**src/rtl/memory_top.sv**
```systemverilog
`default_nettype none
// ============================================================================
//  Module      : memory_top
//  Description : Memory stage of a 5-stage RV32I pipeline. Issues loads and
//                stores over a ready-handshake data-memory port, stalls the
//                front of the pipe while an access is outstanding, aborts an
//                access that waits too long, and registers the M/W outputs.
//  Revision    : 1.0  initial release
// ============================================================================
module memory_top #(
    parameter int DATA_WIDTH     = 32,
    parameter int ADDR_WIDTH     = 5,
    parameter int TIMEOUT_CYCLES = 16
) (
    input  logic                  clk,
    input  logic                  reset,
    input  logic                  RegWriteM,
    input  logic [1:0]            ResultSrcM,
    input  logic                  MemWriteM,
    input  logic [2:0]            MemoryOpM,
    input  logic [DATA_WIDTH-1:0] ALUResultM,
    input  logic [DATA_WIDTH-1:0] WriteDataM,
    input  logic [ADDR_WIDTH-1:0] RdM,
    input  logic [DATA_WIDTH-1:0] PCPlus4M,
    output logic                  dmem_req,
    output logic                  dmem_we,
    output logic [DATA_WIDTH-1:0] dmem_addr,
    output logic [DATA_WIDTH-1:0] dmem_wdata,
    output logic [3:0]            dmem_be,
    input  logic [DATA_WIDTH-1:0] dmem_rdata,
    input  logic                  dmem_ready,
    output logic                  StallM,
    output logic                  RegWriteW,
    output logic [ADDR_WIDTH-1:0] RdW,
    output logic [DATA_WIDTH-1:0] ResultW,
    output logic                  MisalignW,
    output logic                  BusErrW
);

    typedef enum logic [0:0] {
        S_IDLE = 1'b0,
        S_WAIT = 1'b1
    } state_t;

    // The counter holds the number of cycles already spent on the access, so
    // the cycle on which it equals TIMEOUT_CYCLES-1 is the last allowed one.
    localparam logic [4:0] c_last_wait = 5'(TIMEOUT_CYCLES - 1);

    state_t                  state_q, state_d;
    logic [4:0]              cnt_q, cnt_d;
    logic                    reg_write_w_q, reg_write_w_d;
    logic [ADDR_WIDTH-1:0]   rd_w_q, rd_w_d;
    logic [DATA_WIDTH-1:0]   result_w_q, result_w_d;
    logic                    misalign_w_q, misalign_w_d;
    logic                    bus_err_w_q, bus_err_w_d;

    logic                    w_mem_op;
    logic                    w_misaligned;
    logic                    w_issue;
    logic                    w_timeout;
    logic                    w_stall;
    logic                    w_req;
    logic [7:0]              w_byte;
    logic [15:0]             w_half;
    logic [DATA_WIDTH-1:0]   w_load_data;
    logic [DATA_WIDTH-1:0]   w_result;

    // Classify the M-stage op and derive the handshake control terms.
    always_comb begin
        w_mem_op     = (ResultSrcM == 2'b01) | MemWriteM;
        w_misaligned = 1'b0;
        case (MemoryOpM[1:0])
            2'b01:   w_misaligned = ALUResultM[0];
            2'b10:   w_misaligned = |ALUResultM[1:0];
            default: w_misaligned = 1'b0;
        endcase
        w_issue   = w_mem_op & ~w_misaligned;
        w_timeout = w_issue & (state_q == S_WAIT) & (cnt_q == c_last_wait) & ~dmem_ready;
        w_stall   = w_issue & ~dmem_ready & ~w_timeout;
        // Reset gates only the externally visible request, so it drops at once.
        w_req     = w_issue & ~reset;
    end

    // Drive the memory port: lane-replicated data and byte enables, zero when idle.
    always_comb begin
        dmem_req   = w_req;
        dmem_we    = 1'b0;
        dmem_addr  = '0;
        dmem_wdata = '0;
        dmem_be    = 4'b0000;
        if (w_req) begin
            dmem_we   = MemWriteM;
            dmem_addr = {ALUResultM[DATA_WIDTH-1:2], 2'b00};
            if (MemWriteM) begin
                case (MemoryOpM[1:0])
                    2'b00: begin
                        dmem_be    = 4'b0001 << ALUResultM[1:0];
                        dmem_wdata = {4{WriteDataM[7:0]}};
                    end
                    2'b01: begin
                        dmem_be    = 4'b0011 << {ALUResultM[1], 1'b0};
                        dmem_wdata = {2{WriteDataM[15:0]}};
                    end
                    default: begin
                        dmem_be    = 4'b1111;
                        dmem_wdata = WriteDataM;
                    end
                endcase
            end else begin
                dmem_be = 4'b1111;
            end
        end
        StallM = w_stall & ~reset;
    end

    // Extract and extend the addressed load lane, then pick the writeback source.
    always_comb begin
        case (ALUResultM[1:0])
            2'b00:   w_byte = dmem_rdata[7:0];
            2'b01:   w_byte = dmem_rdata[15:8];
            2'b10:   w_byte = dmem_rdata[23:16];
            default: w_byte = dmem_rdata[31:24];
        endcase
        w_half = ALUResultM[1] ? dmem_rdata[31:16] : dmem_rdata[15:0];
        case (MemoryOpM)
            3'b000:  w_load_data = {{24{w_byte[7]}}, w_byte};
            3'b001:  w_load_data = {{16{w_half[15]}}, w_half};
            3'b100:  w_load_data = {24'd0, w_byte};
            3'b101:  w_load_data = {16'd0, w_half};
            default: w_load_data = dmem_rdata;
        endcase
        case (ResultSrcM)
            2'b01:   w_result = w_load_data;
            2'b10:   w_result = PCPlus4M;
            default: w_result = ALUResultM;
        endcase
    end

    // Next state of the access FSM and its wait counter.
    always_comb begin
        state_d = state_q;
        cnt_d   = cnt_q;
        case (state_q)
            S_IDLE: begin
                if (w_issue & ~dmem_ready) begin
                    state_d = S_WAIT;
                    cnt_d   = 5'd1;
                end
            end
            S_WAIT: begin
                if (~w_issue | dmem_ready | w_timeout) begin
                    state_d = S_IDLE;
                    cnt_d   = 5'd0;
                end else begin
                    cnt_d = cnt_q + 5'd1;
                end
            end
            default: begin
                state_d = S_IDLE;
                cnt_d   = 5'd0;
            end
        endcase
    end

    // Next M/W register contents: a bubble while stalled, otherwise retire the op.
    always_comb begin
        reg_write_w_d = 1'b0;
        rd_w_d        = rd_w_q;
        result_w_d    = result_w_q;
        misalign_w_d  = 1'b0;
        bus_err_w_d   = 1'b0;
        if (!w_stall) begin
            reg_write_w_d = RegWriteM & ~w_misaligned & ~w_timeout;
            rd_w_d        = RdM;
            result_w_d    = w_result;
            misalign_w_d  = w_mem_op & w_misaligned;
            bus_err_w_d   = w_timeout;
        end
    end

    // State and M/W registers with asynchronous reset.
    always_ff @(posedge clk or posedge reset) begin
        if (reset) begin
            state_q       <= S_IDLE;
            cnt_q         <= 5'd0;
            reg_write_w_q <= 1'b0;
            rd_w_q        <= '0;
            result_w_q    <= '0;
            misalign_w_q  <= 1'b0;
            bus_err_w_q   <= 1'b0;
        end else begin
            state_q       <= state_d;
            cnt_q         <= cnt_d;
            reg_write_w_q <= reg_write_w_d;
            rd_w_q        <= rd_w_d;
            result_w_q    <= result_w_d;
            misalign_w_q  <= misalign_w_d;
            bus_err_w_q   <= bus_err_w_d;
        end
    end

    assign RegWriteW = reg_write_w_q;
    assign RdW       = rd_w_q;
    assign ResultW   = result_w_q;
    assign MisalignW = misalign_w_q;
    assign BusErrW   = bus_err_w_q;

endmodule
`default_nettype wire

```
**config.mk**
```make
export PLATFORM = sky130hd
export DESIGN_NAME = memory_top
export DESIGN_NICKNAME = d
export VERILOG_FILES = /design/src/rtl/memory_top.sv
export SDC_FILE = /design/constraint.sdc
export NUM_CORES = 1
export LEC_CHECK = 0
export CAP_MARGIN = 15
export CORE_MARGIN = 3
export CORE_UTILIZATION = 40
export DETAILED_ROUTE_END_ITERATION = 12
export PLACE_DENSITY = 0.86
export SYNTH_ARGS = -nofsm -noshare
export SYNTH_HDL_FRONTEND = slang
export SYNTH_SLANG_ARGS = --single-unit
export TNS_END_PERCENT = 20
```
**constraint.sdc**
```tcl
create_clock -name clk -period 8.53 [get_ports clk]
set_clock_uncertainty 0.05 [all_clocks]
set_input_delay 2.559 -clock clk [delete_from_list [all_inputs] [get_ports clk]]
set_output_delay 2.559 -clock clk [all_outputs]
set_load 0.1 [all_outputs]
```
**Track usage over the die**

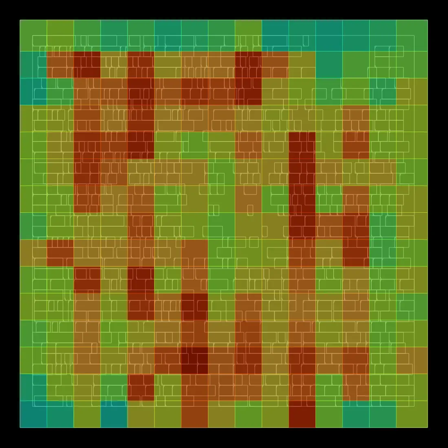
grt met2 use: 54.3%
wire length per cell: 20.5 um
gr usage total: 30.5%
Top Usage Layer GRT: met2

**Gate families picked out**

(4 px per um)
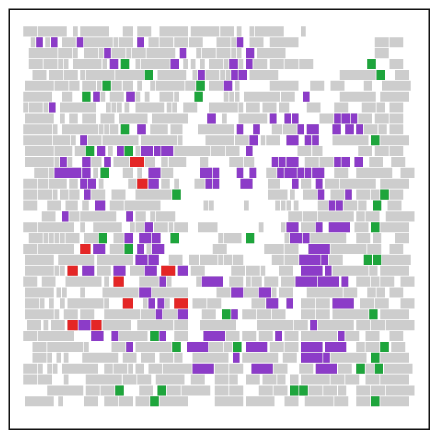
| family | color | cells |
|---|---|---|
| AND and OR gates | green | 38 |
| inverting AOI/OAI gates | purple | 141 |
| AND-OR and OR-AND gates | red | 10 |
post-route insts no fill: 833
combinational share of cell area: 34.3%
most used logic cell in the final layout: clkdlybuf4s50_1

**Placed cells, one color a class**

(4 px per um) Fill, decap, tap and diode cells in gray.
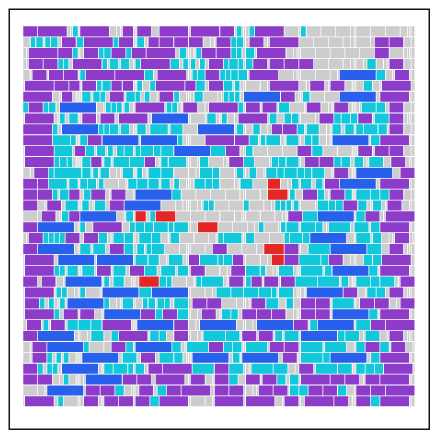
| class | color | cells | share of their area |
|---|---|---|---|
| clock drivers and dummy loads | red | 8 | 1.4% |
| flip-flops | blue | 46 | 17% |
| all other logic | cyan | 390 | 36% |
| other buffers and delay cells | purple | 260 | 46% |
final core utilization: 75.9%
fin area: 7080 um2
area of the core: 9330 um2
Seq area share: 16.3%
Cell Rows: 35

==> run summary <==
Signal buf overhead: 44.8%
Crit path to: dmem_wdata[22]
Yosys top cell by instances: nand2_1
Count of flip-flops and latches: 46
Worst EP required: 5920 ps
H-tree Lvls: 2
Initial DRC count: 301
Crit Path Max Fanout: 25
Status: finished, final reports clean
Pwr top: combinational logic
Floorplan Utilization: 41.7%
Reg2reg path depth: 9
Syn Inst Count: 477
Capture point of the worst reg-to-reg path: ResultW[9]
Synth logic family: AND-OR/OR-AND gates
Number of synthesized register bits: 46
Critical path type: in2out
Slowest cell on crit path: nand2_1
Sequential Power Share: 23.4%
Pin count of the biggest net entering global routing: 47
Root Buffer: clkbuf_8
Syn_area_per_cell: 8.16 um2
Max Buffers Root-to-Sink: 2
Post-synthesis sequential area ratio: 29.6%
Maximum clock rate: 0.127 GHz
Count of cell types in the netlist: 47
Overflow after GRT: 0
Crit end category: primary output
Post-CTS resize count: 0
Family with the most delay on the worst path: simple AND/OR/NAND/NOR gates
Final clock-cell share: 1.33%
Cell type with the largest total area: dfrtp_1
Xor/xnor share: 0.450%
Levels on crit path: 9
First-pass DRT Iterations: 6
Worst setup SP type: input pin
Final period utilization: 92.6%
Clock power share: 12.6%
Max-cap violation count: 0
Logic power comb: 0.737 mW
Max-slew headroom: 31.4%
Max reg flops: 32
Vias per cell: 5.73
# Cells Yosys: 477
Post-cts hold-fix buffer tally: 0
Top cells excl fill/tap: clkdlybuf4s50_1 (182), nand2_1 (72), buf_12 (61)
Fillers: 660
Tmin final: 7900 ps
Worst skew pair latency: 300 ps
Fraction of power spent switching nets: 53.3%
MI comb cells: 371
Power in sequential cells: 0.270 mW
CTS tree: yes
Inverters: 19
Worst hold stages: 2
Initial antenna violation count: 0
Die Y: 105 um
Async set-reset flop share out of synthesis: 100%
Worst slew pin tran: 1030 ps
CP bufs+invs: 3
Yosys simple share: 22.5%
Synth cell count leaders: nand2_1 (72), a21oi_1 (47), dfrtp_1 (46)
Vias in the first global route: 4,834
Total power: 1.15 mW
Comb area: 2430 um2
Num tapcells: 129
Internal power: 0.538 mW
Switch Pwr: 0.614 mW
Setup-failing EPs final: 0
Crit-path cells: clkdlybuf4s50_1 -> inv_1 -> ha_1 -> o21ai_1 -> a21boi_4 -> nor2_2 -> nand2_1 -> a21oi_1 -> buf_12
Worst min-delay path category: reg2reg
Cell Pwr Density: 163 nW/um2
Cts bufs inserted: 5
Die area: 10,900 um2
Clock buffers: 5
Top cell area share: 29.6%
Reg-to-reg startpoint: cnt_q[0]
Yosys adder share: 2.25%
Seq. cell area: 1150 um2
ANT nets after route: 0
RSZ-0062 raised after global routing: no
Largest cells by area after synthesis: dfrtp_1 (30%), mux2i_1 (8.5%), nand2_1 (6.9%), a221oi_2 (6.6%), a21oi_1 (6.0%)
Multiplexer share of the synthesized area: 8.49%
Setup bufs post-CTS: 0
Worst VDD drop: 0.143 mV
CP Launch Point: MemoryOpM[0]
First-pass GRT wire length: 27.0 mm
Tool warning count: 29
Post-synth EDFFs: 0
IO Count: 254
Ys flop type: dfrtp_1
Gpl congestion: 0.895
Die Wd: 105 um
Max-slew violations: 0
Mapped Area: 3890 um2
Hold Path End: RdW[2]
Nets: 853
Synth Area in Compound Gates: 28.4%
Antenna cells: 0
Chip area in the Yosys report: 3890 um2
Clk pwr: 0.146 mW
Proportion of power drawn by combinational gates: 63.9%
Clock transition at the registers of the reported paths: 100 ps
Layout cells sized above 1: 16.1%
R2R Setup Slk: 5800 ps
# DRC: 0
Leading cell kind: buffers
CTS sink cnt: 46
Synth Warn #: 0
Setup_tns: 0 ps
Leak Pwr: 3.07 nW
HPWL Detailed: 13.4 mm
Arr. time, crit path: 5290 ps
PortBufs: 251
Hold path start: RdW[2]
Critical Path Max Stage Delay: 590 ps
Final Hold Vio Count: 0
**M3 wires**

(4 px per um)
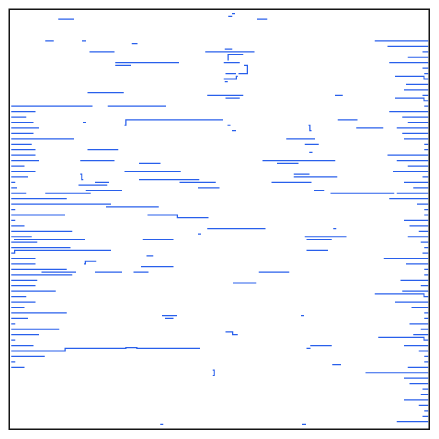
share of all routed wire: 7.1%
main direction: horizontal
longest straight run: 24.6 um
GRT met3 Usage: 5.56%
drt total wl: 17.0 mm
routed via count: 4,769

**Cell sizes after repair**

(4 px per um)
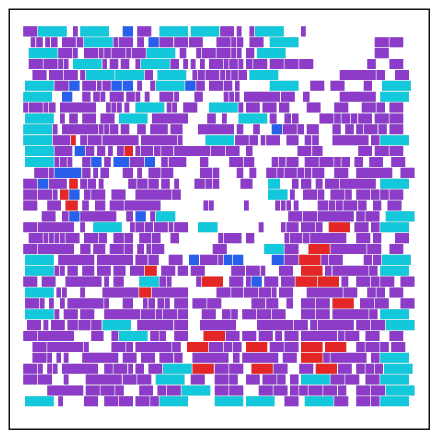
| size | color | cells | share | most used |
|---|---|---|---|---|
| drive 1 or less | purple | 591 | 84% | clkdlybuf4s50_1 |
| drive 3 to 4 | blue | 22 | 3.1% | buf_4 |
| drive 2 | red | 24 | 3.4% | a221oi_2 |
| drive 6 and up | cyan | 67 | 9.5% | buf_12 |
final worst setup slack: 631 ps
area grow syn2layout: 81.9%
Non-clk bufs: 260

-- cell families (layout without fill, tap and decap cells) --
kind of cell    after synthesis  in the layout
xor+xnor                      2              2
buf+inv                      61            287
fa+ha+maj                     7              7
mux                          33             33
other cells                   1              2
simple gates                176            176
flops                        46             46
compound gates              151            151
-- per-layer routing --
metal | up-vias | track usage, % | part of all wire [%]
met1 | 2320 | 38.5 | 40
met3 | 22 | 5.56 | 7.1
met2 | 269 | 54.3 | 51
met4 | 0 | 6.37 | 1.7
li1 | 2158 | - | -
met5 | - | 0 | 0
-- through the flow --
stage	setup slack, ps	hold WS [ps]	cell area, um2	cells	util [%]
floorplan	611	406	3890	478	-
global placement	905	405	6980	825	74.9
detailed placement	719	409	6980	825	74.9
CTS	707	436	7080	833	75.9
global route	419	464	7080	833	75.9
finish	631	431	7080	833	75.9
Power is estimated from default activity; no workload was simulated.
